$ cat src/rtl/calc_pkg.sv
// Shared definitions for the calculator sequencer: key codes, ALU op codes,
// FSM state encodings and small decode helpers.
package calc_pkg;

    localparam logic [3:0] KEY_DIV = 4'd10;
    localparam logic [3:0] KEY_CLR = 4'd11;
    localparam logic [3:0] KEY_ADD = 4'd12;
    localparam logic [3:0] KEY_SUB = 4'd13;
    localparam logic [3:0] KEY_MUL = 4'd14;
    localparam logic [3:0] KEY_EQ  = 4'd15;

    localparam logic [1:0] OP_ADD = 2'd0;
    localparam logic [1:0] OP_SUB = 2'd1;
    localparam logic [1:0] OP_MUL = 2'd2;
    localparam logic [1:0] OP_DIV = 2'd3;

    typedef enum logic [2:0] {
        ST_IN_A = 3'd0,
        ST_IN_B = 3'd1,
        ST_CALC = 3'd2,
        ST_RES  = 3'd3,
        ST_ERR  = 3'd4
    } state_t;

    // Smallest r with 2**r >= v (0 for v <= 1).
    function automatic int clog2(input int v);
        int r;
        r = 0;
        for (int i = 0; i < 31; i++) begin
            if ((1 << i) < v) r = i + 1;
        end
        return r;
    endfunction

    function automatic logic is_digit(input logic [3:0] k);
        return (k <= 4'd9);
    endfunction

    function automatic logic is_op(input logic [3:0] k);
        return (k == KEY_DIV) || (k == KEY_ADD) || (k == KEY_SUB) || (k == KEY_MUL);
    endfunction

    function automatic logic [1:0] key_to_op(input logic [3:0] k);
        logic [1:0] op;
        case (k)
            KEY_ADD: op = OP_ADD;
            KEY_SUB: op = OP_SUB;
            KEY_MUL: op = OP_MUL;
            KEY_DIV: op = OP_DIV;
            default: op = OP_ADD;
        endcase
        return op;
    endfunction

endpackage

$ cat src/rtl/dec_accum.sv
// Decimal digit accumulator: shifts digits in (acc*10+d), rejects a digit
// that would exceed the digit budget or the W-bit range, and supports
// backspace. A clear in the same cycle as a push yields acc = d.
module dec_accum
    import calc_pkg::*;
#(
    parameter int W      = 8,
    parameter int DIGITS = 3,
    localparam int CW    = (clog2(DIGITS + 1) < 1) ? 1 : clog2(DIGITS + 1)
) (
    input  logic          clk,
    input  logic          rst_n,
    input  logic          clr,
    input  logic          push,
    input  logic          pop,
    input  logic [3:0]    d,
    output logic [W-1:0]  acc,
    output logic [CW-1:0] cnt,
    output logic          full
);

    localparam logic [W+3:0] TEN_X = (W + 4)'(10);
    localparam logic [W-1:0] TEN_W = W'(10);

    logic [W-1:0]  acc_q, acc_d;
    logic [CW-1:0] cnt_q, cnt_d;
    logic [W-1:0]  base_acc;
    logic [CW-1:0] base_cnt;
    logic [W+3:0]  ext;
    logic          push_ok;

    // Next accumulator value: clear first, then either append or drop a digit.
    always_comb begin
        base_acc = clr ? '0 : acc_q;
        base_cnt = clr ? '0 : cnt_q;
        ext      = {4'b0000, base_acc} * TEN_X + {{W{1'b0}}, d};
        push_ok  = push && (base_cnt != CW'(DIGITS)) && (ext[W+3:W] == 4'b0000);
        acc_d    = base_acc;
        cnt_d    = base_cnt;
        if (push_ok) begin
            acc_d = ext[W-1:0];
            cnt_d = base_cnt + CW'(1);
        end else if (pop && (base_cnt != '0)) begin
            acc_d = base_acc / TEN_W;
            cnt_d = base_cnt - CW'(1);
        end
    end

    // Accumulator and digit-count registers.
    always_ff @(posedge clk) begin
        if (!rst_n) begin
            acc_q <= '0;
            cnt_q <= '0;
        end else begin
            acc_q <= acc_d;
            cnt_q <= cnt_d;
        end
    end

    assign acc  = acc_q;
    assign cnt  = cnt_q;
    assign full = (cnt_q == CW'(DIGITS));

endmodule

$ cat src/rtl/calc_seq_ctrl.sv
// Calculator sequencer: operand entry, operator latching, ALU start/done
// handshake with timeout, result chaining and a sticky error state.
module calc_seq_ctrl
    import calc_pkg::*;
#(
    parameter int W       = 8,
    parameter int DIGITS  = 3,
    parameter int TIMEOUT = 1024
) (
    input  logic           clk,
    input  logic           rst_n,
    input  logic           key_valid,
    input  logic [3:0]     key_code,
    input  logic [W-1:0]   sw_val,
    output logic           alu_start,
    output logic [1:0]     alu_op,
    output logic [W-1:0]   alu_a,
    output logic [W-1:0]   alu_b,
    input  logic           alu_done,
    input  logic           alu_err,
    input  logic [2*W-1:0] alu_result,
    output logic [2*W-1:0] disp_data,
    output logic           err,
    output logic [2:0]     state_o
);

    localparam int CW = (clog2(DIGITS + 1) < 1) ? 1 : clog2(DIGITS + 1);
    localparam int TW = (clog2(TIMEOUT) < 1) ? 1 : clog2(TIMEOUT);
    localparam logic [2*W-1:0] BUSY = {{W{1'b0}}, {(W/4){4'hC}}};

    state_t         state_q, state_d;
    logic [W-1:0]   alu_a_q, alu_a_d;
    logic [W-1:0]   alu_b_q, alu_b_d;
    logic [1:0]     alu_op_q, alu_op_d;
    logic           start_q, start_d;
    logic [2*W-1:0] result_q, result_d;
    logic [TW-1:0]  timer_q, timer_d;

    logic           acc_clr, acc_push, acc_pop, acc_full;
    logic [W-1:0]   acc;
    logic [CW-1:0]  acc_cnt;

    logic           sw_active;
    logic [W-1:0]   cur;
    logic           kv_digit, kv_op, kv_clr, kv_eq;

    assign sw_active = (sw_val != '0);
    assign cur       = sw_active ? sw_val : acc;
    assign kv_digit  = key_valid && is_digit(key_code);
    assign kv_op     = key_valid && is_op(key_code);
    assign kv_clr    = key_valid && (key_code == KEY_CLR);
    assign kv_eq     = key_valid && (key_code == KEY_EQ);

    dec_accum #(
        .W      (W),
        .DIGITS (DIGITS)
    ) u_accum (
        .clk   (clk),
        .rst_n (rst_n),
        .clr   (acc_clr),
        .push  (acc_push),
        .pop   (acc_pop),
        .d     (key_code),
        .acc   (acc),
        .cnt   (acc_cnt),
        .full  (acc_full)
    );

    // Next-state, operand latching and accumulator control.
    always_comb begin
        state_d  = state_q;
        alu_a_d  = alu_a_q;
        alu_b_d  = alu_b_q;
        alu_op_d = alu_op_q;
        start_d  = 1'b0;
        result_d = result_q;
        timer_d  = timer_q;
        acc_clr  = sw_active;
        acc_push = 1'b0;
        acc_pop  = 1'b0;
        case (state_q)
            ST_IN_A: begin
                if (kv_clr) begin
                    acc_clr = 1'b1;
                end else if (kv_op) begin
                    alu_a_d  = cur;
                    alu_op_d = key_to_op(key_code);
                    acc_clr  = 1'b1;
                    state_d  = ST_IN_B;
                end else if (kv_eq) begin
                    acc_pop = (acc_cnt != '0);
                end else if (kv_digit) begin
                    acc_push = !sw_active && !acc_full;
                end
            end
            ST_IN_B: begin
                if (kv_clr) begin
                    acc_clr = 1'b1;
                    state_d = ST_IN_A;
                end else if (kv_op) begin
                    alu_op_d = key_to_op(key_code);
                end else if (kv_eq) begin
                    alu_b_d = cur;
                    start_d = 1'b1;
                    acc_clr = 1'b1;
                    timer_d = '0;
                    state_d = ST_CALC;
                end else if (kv_digit) begin
                    acc_push = !sw_active && !acc_full;
                end
            end
            ST_CALC: begin
                // alu_done outranks any key; keys are never acted on here.
                if (alu_done) begin
                    if (alu_err) begin
                        state_d = ST_ERR;
                    end else begin
                        result_d = alu_result;
                        state_d  = ST_RES;
                    end
                end else if (timer_q == TW'(TIMEOUT - 1)) begin
                    state_d = ST_ERR;
                end else begin
                    timer_d = timer_q + TW'(1);
                end
            end
            ST_RES: begin
                if (kv_clr) begin
                    acc_clr = 1'b1;
                    state_d = ST_IN_A;
                end else if (kv_digit && !sw_active) begin
                    acc_clr  = 1'b1;
                    acc_push = 1'b1;
                    state_d  = ST_IN_A;
                end else if (kv_op) begin
                    alu_a_d  = result_q[W-1:0];
                    alu_op_d = key_to_op(key_code);
                    acc_clr  = 1'b1;
                    state_d  = ST_IN_B;
                end else if (kv_eq) begin
                    alu_a_d = result_q[W-1:0];
                    start_d = 1'b1;
                    timer_d = '0;
                    state_d = ST_CALC;
                end
            end
            ST_ERR: begin
                if (kv_clr) begin
                    acc_clr = 1'b1;
                    state_d = ST_IN_A;
                end
            end
            default: begin
                state_d = ST_IN_A;
            end
        endcase
    end

    // Control and operand registers.
    always_ff @(posedge clk) begin
        if (!rst_n) begin
            state_q  <= ST_IN_A;
            alu_a_q  <= '0;
            alu_b_q  <= '0;
            alu_op_q <= OP_ADD;
            start_q  <= 1'b0;
            result_q <= '0;
            timer_q  <= '0;
        end else begin
            state_q  <= state_d;
            alu_a_q  <= alu_a_d;
            alu_b_q  <= alu_b_d;
            alu_op_q <= alu_op_d;
            start_q  <= start_d;
            result_q <= result_d;
            timer_q  <= timer_d;
        end
    end

    // Display source selected by the current state.
    always_comb begin
        disp_data = '0;
        case (state_q)
            ST_IN_A, ST_IN_B: disp_data = {{W{1'b0}}, cur};
            ST_CALC:          disp_data = BUSY;
            ST_RES:           disp_data = result_q;
            ST_ERR:           disp_data = '1;
            default:          disp_data = '0;
        endcase
    end

    assign alu_start = start_q;
    assign alu_op    = alu_op_q;
    assign alu_a     = alu_a_q;
    assign alu_b     = alu_b_q;
    assign err       = (state_q == ST_ERR);
    assign state_o   = state_q;

endmodule

$ cat config.mk
export PLATFORM = sky130hd
export DESIGN_NAME = calc_seq_ctrl
export DESIGN_NICKNAME = d
export VERILOG_FILES = /design/src/rtl/calc_pkg.sv /design/src/rtl/dec_accum.sv /design/src/rtl/calc_seq_ctrl.sv
export SDC_FILE = /design/constraint.sdc
export NUM_CORES = 1
export LEC_CHECK = 0
export CAP_MARGIN = 5
export CORE_MARGIN = 5
export CORE_UTILIZATION = 45
export CTS_CLUSTER_DIAMETER = 60
export CTS_CLUSTER_SIZE = 24
export DETAILED_ROUTE_END_ITERATION = 6
export PLACE_DENSITY = 0.77
export REMOVE_ABC_BUFFERS = 1
export SLEW_MARGIN = 40
export SYNTH_ARGS = -nofsm -noshare
export SYNTH_HDL_FRONTEND = slang
export SYNTH_SLANG_ARGS = --single-unit
$ cat constraint.sdc
create_clock -name clk -period 6.9 [get_ports clk]
set_input_delay 0.69 -clock clk [delete_from_list [all_inputs] [get_ports clk]]
set_output_delay 0.69 -clock clk [all_outputs]
set_load 0.05 [all_outputs]
==> run_1/cell_density.png <==
(4 px per um) The die is cut into 10 by 10 equal tiles; black is low, pale yellow is high, 0 to 100% covered.
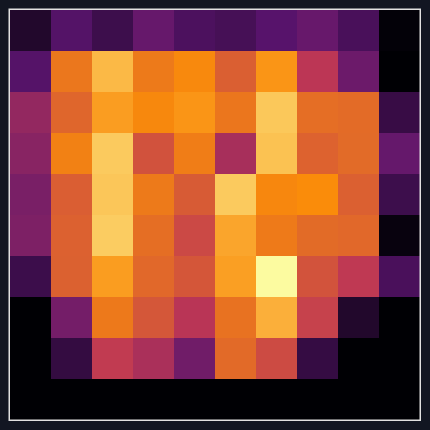
emptiest ninth of the die: south-east
nearly empty tiles: 17%
mean over tiles: 45%
fullest tile: 99%
tiles over 75% full: 16%
final core area utilization: 0.585
core box area: 8260 um2
starting utilization of the core area: 0.465

==> run_1/clocks.png <==
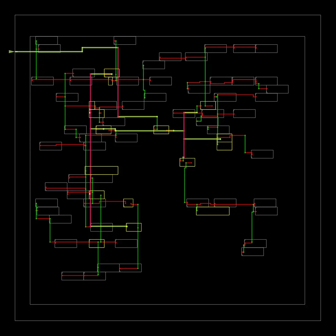
clock buffer count: 12
power drawn by the clock network: 0.363 mW
clock buffers created by TritonCTS: 9
final clock skew: 0.00527 ns
number of sinks on the clock net: 58

==> run_1/layer_met2.png <==
(4 px per um)
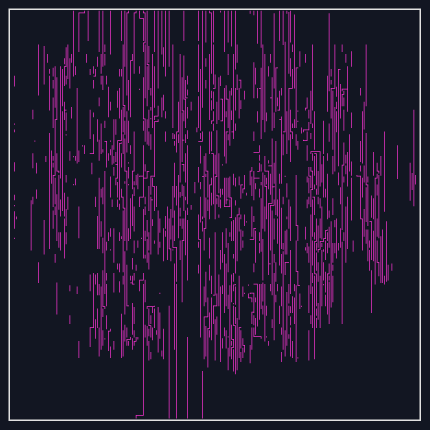
longest straight run: 33.5 um
wire length on this layer: 5110 um
main direction: vertical
share of all routed wire: 47%
nets with wire on the layer: 504
GR Util met2: 0.331
total detailed-routing wirelength: 10.8 mm

==> reports/qor.csv, run 1 <==
metric,value,unit
status,completed,
r2r_setup_slack,1.24,ns
via_count,3857,
internal-power,0.601,mW
synth_cell_types,66,
non_clock_buffer_count,73,
worst-r2r-cell-count,17,
grt_start_max_net_pins,46,
finalHoldViolCount,0,
first_global_vias,3619,
route.detailed.wl_per_inst,15.9,um
critPathArrivalTime,6.15,ns
comb-cell-share,0.520,
groute.layer.met1.usage,0.281,
hold_path_class,register to register,
synthDominantCellAreaShare,0.302,
comb_cells,408,
postSynth.topFlopCell,sky130_fd_sc_hd__dfxtp_1,
area_share_clock_buf_inv,0.0474,
cts_buffer_depth,2,
power.total,0.807,mW
post_synth_mux_area_share,0.0316,
drt_pre_antenna_iters,6,
==> run 1: critical path, cell delays in order <==
cell and delay (ns):
sky130_fd_sc_hd__clkdlybuf4s50_1 0.59, sky130_fd_sc_hd__nor2b_1 0.26, sky130_fd_sc_hd__o211ai_1 0.25, sky130_fd_sc_hd__a21oi_1 0.21, sky130_fd_sc_hd__nor4b_4 0.54, sky130_fd_sc_hd__nand2_1 0.21
sky130_fd_sc_hd__inv_1 0.13, sky130_fd_sc_hd__ha_1 0.24, sky130_fd_sc_hd__ha_1 0.24, sky130_fd_sc_hd__fa_1 0.43, sky130_fd_sc_hd__xor2_1 0.24, sky130_fd_sc_hd__o2111ai_1 0.28
sky130_fd_sc_hd__nor3_1 0.31, sky130_fd_sc_hd__or4b_1 0.47, sky130_fd_sc_hd__a22oi_2 0.21, sky130_fd_sc_hd__o2111ai_4 0.28, sky130_fd_sc_hd__or3_1 0.44, sky130_fd_sc_hd__a21oi_1 0.14
==> run 1: worst min-delay path by stage <==
stage / end / startpoint / slack, ns / cells past startpoint
finish: result_q[8] / result_q[8] / 0.46 / 2
global route: alu_op[0] / alu_op[0] / 0.48 / 2
CTS: result_q[8] / result_q[8] / 0.46 / 2
detailed placement: result_q[8] / result_q[8] / 0.45 / 2
global placement: result_q[10] / result_q[10] / 0.44 / 2
floorplan: result_q[10] / result_q[10] / 0.44 / 2
==> run 1: sequential cells by signal, summed over array words and instances, names as in the netlist <==
register,count
timer_q,10
alu_start,1
u_accum.cnt,2
alu_a,8
alu_b,8
u_accum.acc,8
alu_op,2
state_o,3
result_q,16
==> run 1: per-layer routing <==
metal,part of all wire,routed length (um)
met1,0.46,5010
met4,0.011,123
met3,0.050,537
met2,0.47,5110
met5,0,0
==> run_1/flops_by_reg.png <==
(4 px per um)
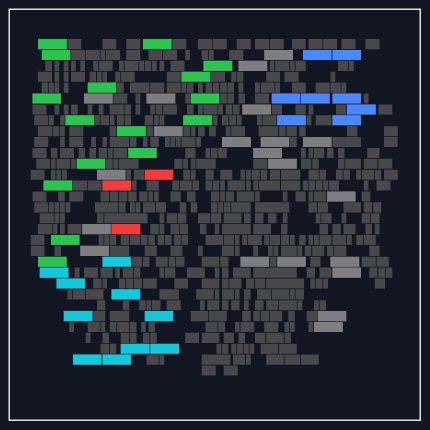

## Run 2: what changed since run 1
==> constraint.sdc (replaced) <==
create_clock -name clk -period 6.9 [get_ports clk]
set_input_delay 1.035 -clock clk [delete_from_list [all_inputs] [get_ports clk]]
set_output_delay 1.035 -clock clk [all_outputs]
set_load 0.05 [all_outputs]
==> run_2/flops_by_reg.png <==
(4 px per um)
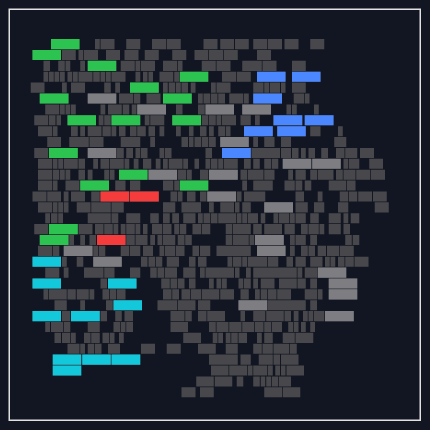
| signal | color | sequential cells |
|---|---|---|
| `state_o` | red | 3 |
| `result_q` | green | 16 |
| `timer_q` | cyan | 10 |
| `alu_b` | blue | 8 |
storage element area: 1160 um2
final core area utilization: 0.581
share of the final layout cell area in sequential cells: 0.242

==> reports/qor.csv, run 2 <==
metric,value,unit
worstPathCellList,clkdlybuf4s50_1 -> nor2b_1 -> o21ai_0 -> a21oi_1 -> nor4b_4 -> nand2_1 -> inv_1 -> ha_1 -> ha_1 -> fa_1 -> xor2_1 -> o2111ai_1 -> nor3_1 -> or4b_1 -> a22oi_2 -> o2111ai_4 -> or3_1 -> a21oi_1,
max_stage_delay,0.62,ns
slowest_stage,sky130_fd_sc_hd__nor4b_4,
reg_top3,"result_q (16), timer_q (10)",
synthDominantCellAreaShare,0.302,
hold_path_class,register to register,
route.detailed.wl_per_inst,16.0,um
clock-sinks,58,
status,completed,
power.total,0.743,mW
worstPathBufferInverterCount,2,
numCtsBuffers,9,
drt_pre_antenna_iters,4,
timing.final.crit_period,6.20,ns
drtAntennaViolNets,0,
grt_start_max_net_pins,45,
skew,0.0109,ns
synth_cell_types,66,
core_box_area,8260,um2
cpLargestDelayFamily,simple AND/OR/NAND/NOR gates,
finalHoldViolCount,0,
postSynth.topFlopCell,sky130_fd_sc_hd__dfxtp_1,
cts_buffer_depth,2,
registers.top_by_ff_count,result_q,
first_global_vias,3774,
floorplan.initialDensity,0.465,
critPathArrivalTime,6.48,ns
==> run_2/layer_met2.png <==
(4 px per um)
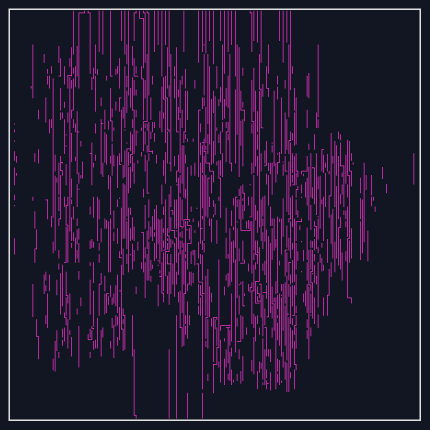
wire length on this layer: 5200 um
longest straight run: 38.4 um
GR Util met2: 0.341
total detailed-routing wirelength: 10.9 mm
number of vias in the routed layout: 3974

## run 2: cell counts after synthesis
Identical to the previous run, type by type.
## run 2: path summary, 6_finish.rpt
check	slack (ns)	to	depth (start not counted)	start
max	0.70	u_accum.acc[6]	18	key_code[2]
min	0.46	result_q[8]	2	result_q[8]
max reg2reg	1.28	u_accum.acc[6]	17	state_o[1]
min reg2reg	0.46	result_q[8]	2	result_q[8]
## run 2: final cells by class
class / count / area, um2 / area share
clock inverters: 6 / 58.8 / 0.0123
inverters: 19 / 71.3 / 0.0149
well taps: 105 / 131 / 0.0274
multi-input cells: 408 / 2510 / 0.523
flip-flops and latches: 58 / 1160 / 0.242
repair buffers: 75 / 741 / 0.154
clock buffers: 9 / 124 / 0.0258
## run 2: cell families after synthesis
group,count (synthesis),share of synthesized area
buffers and inverters,48,0.0502
xor gates and xnor gates,14,0.0319
adders and majority gates,20,0.0684
muxes,12,0.0316
and+or+nand+nor,223,0.282
DFF,58,0.302
AOI/OAI and AO/OA,139,0.234
## run 2: metrics by stage
step	cells	util	setup slack [ns]
floorplan	485	-	1.17
global placement	665	0.557	0.417
detailed placement	665	0.558	0.229
CTS	680	0.580	0.570
global route	680	0.581	0.351
finish	680	0.581	0.698
## run 2: power breakdown
| part | leakage, nW | internal [mW] | switching [mW] |
|---|---|---|---|
| Combinational | 1.22 | 0.0396 | 0.0592 |
| Sequential | 0.468 | 0.339 | 0.00689 |
| Clock | 0.0986 | 0.162 | 0.136 |
## run 2: per-layer routing
| layer | vias up | share of wire | GRT usage |
|---|---|---|---|
| met5 | - | 0 | 0 |
| met4 | 0 | 0.019 | 0.0878 |
| met3 | 20 | 0.070 | 0.0464 |
| met2 | 142 | 0.48 | 0.341 |
| met1 | 1858 | 0.43 | 0.282 |
| li1 | 1954 | - | - |
Power and IR drop assume default switching activity.
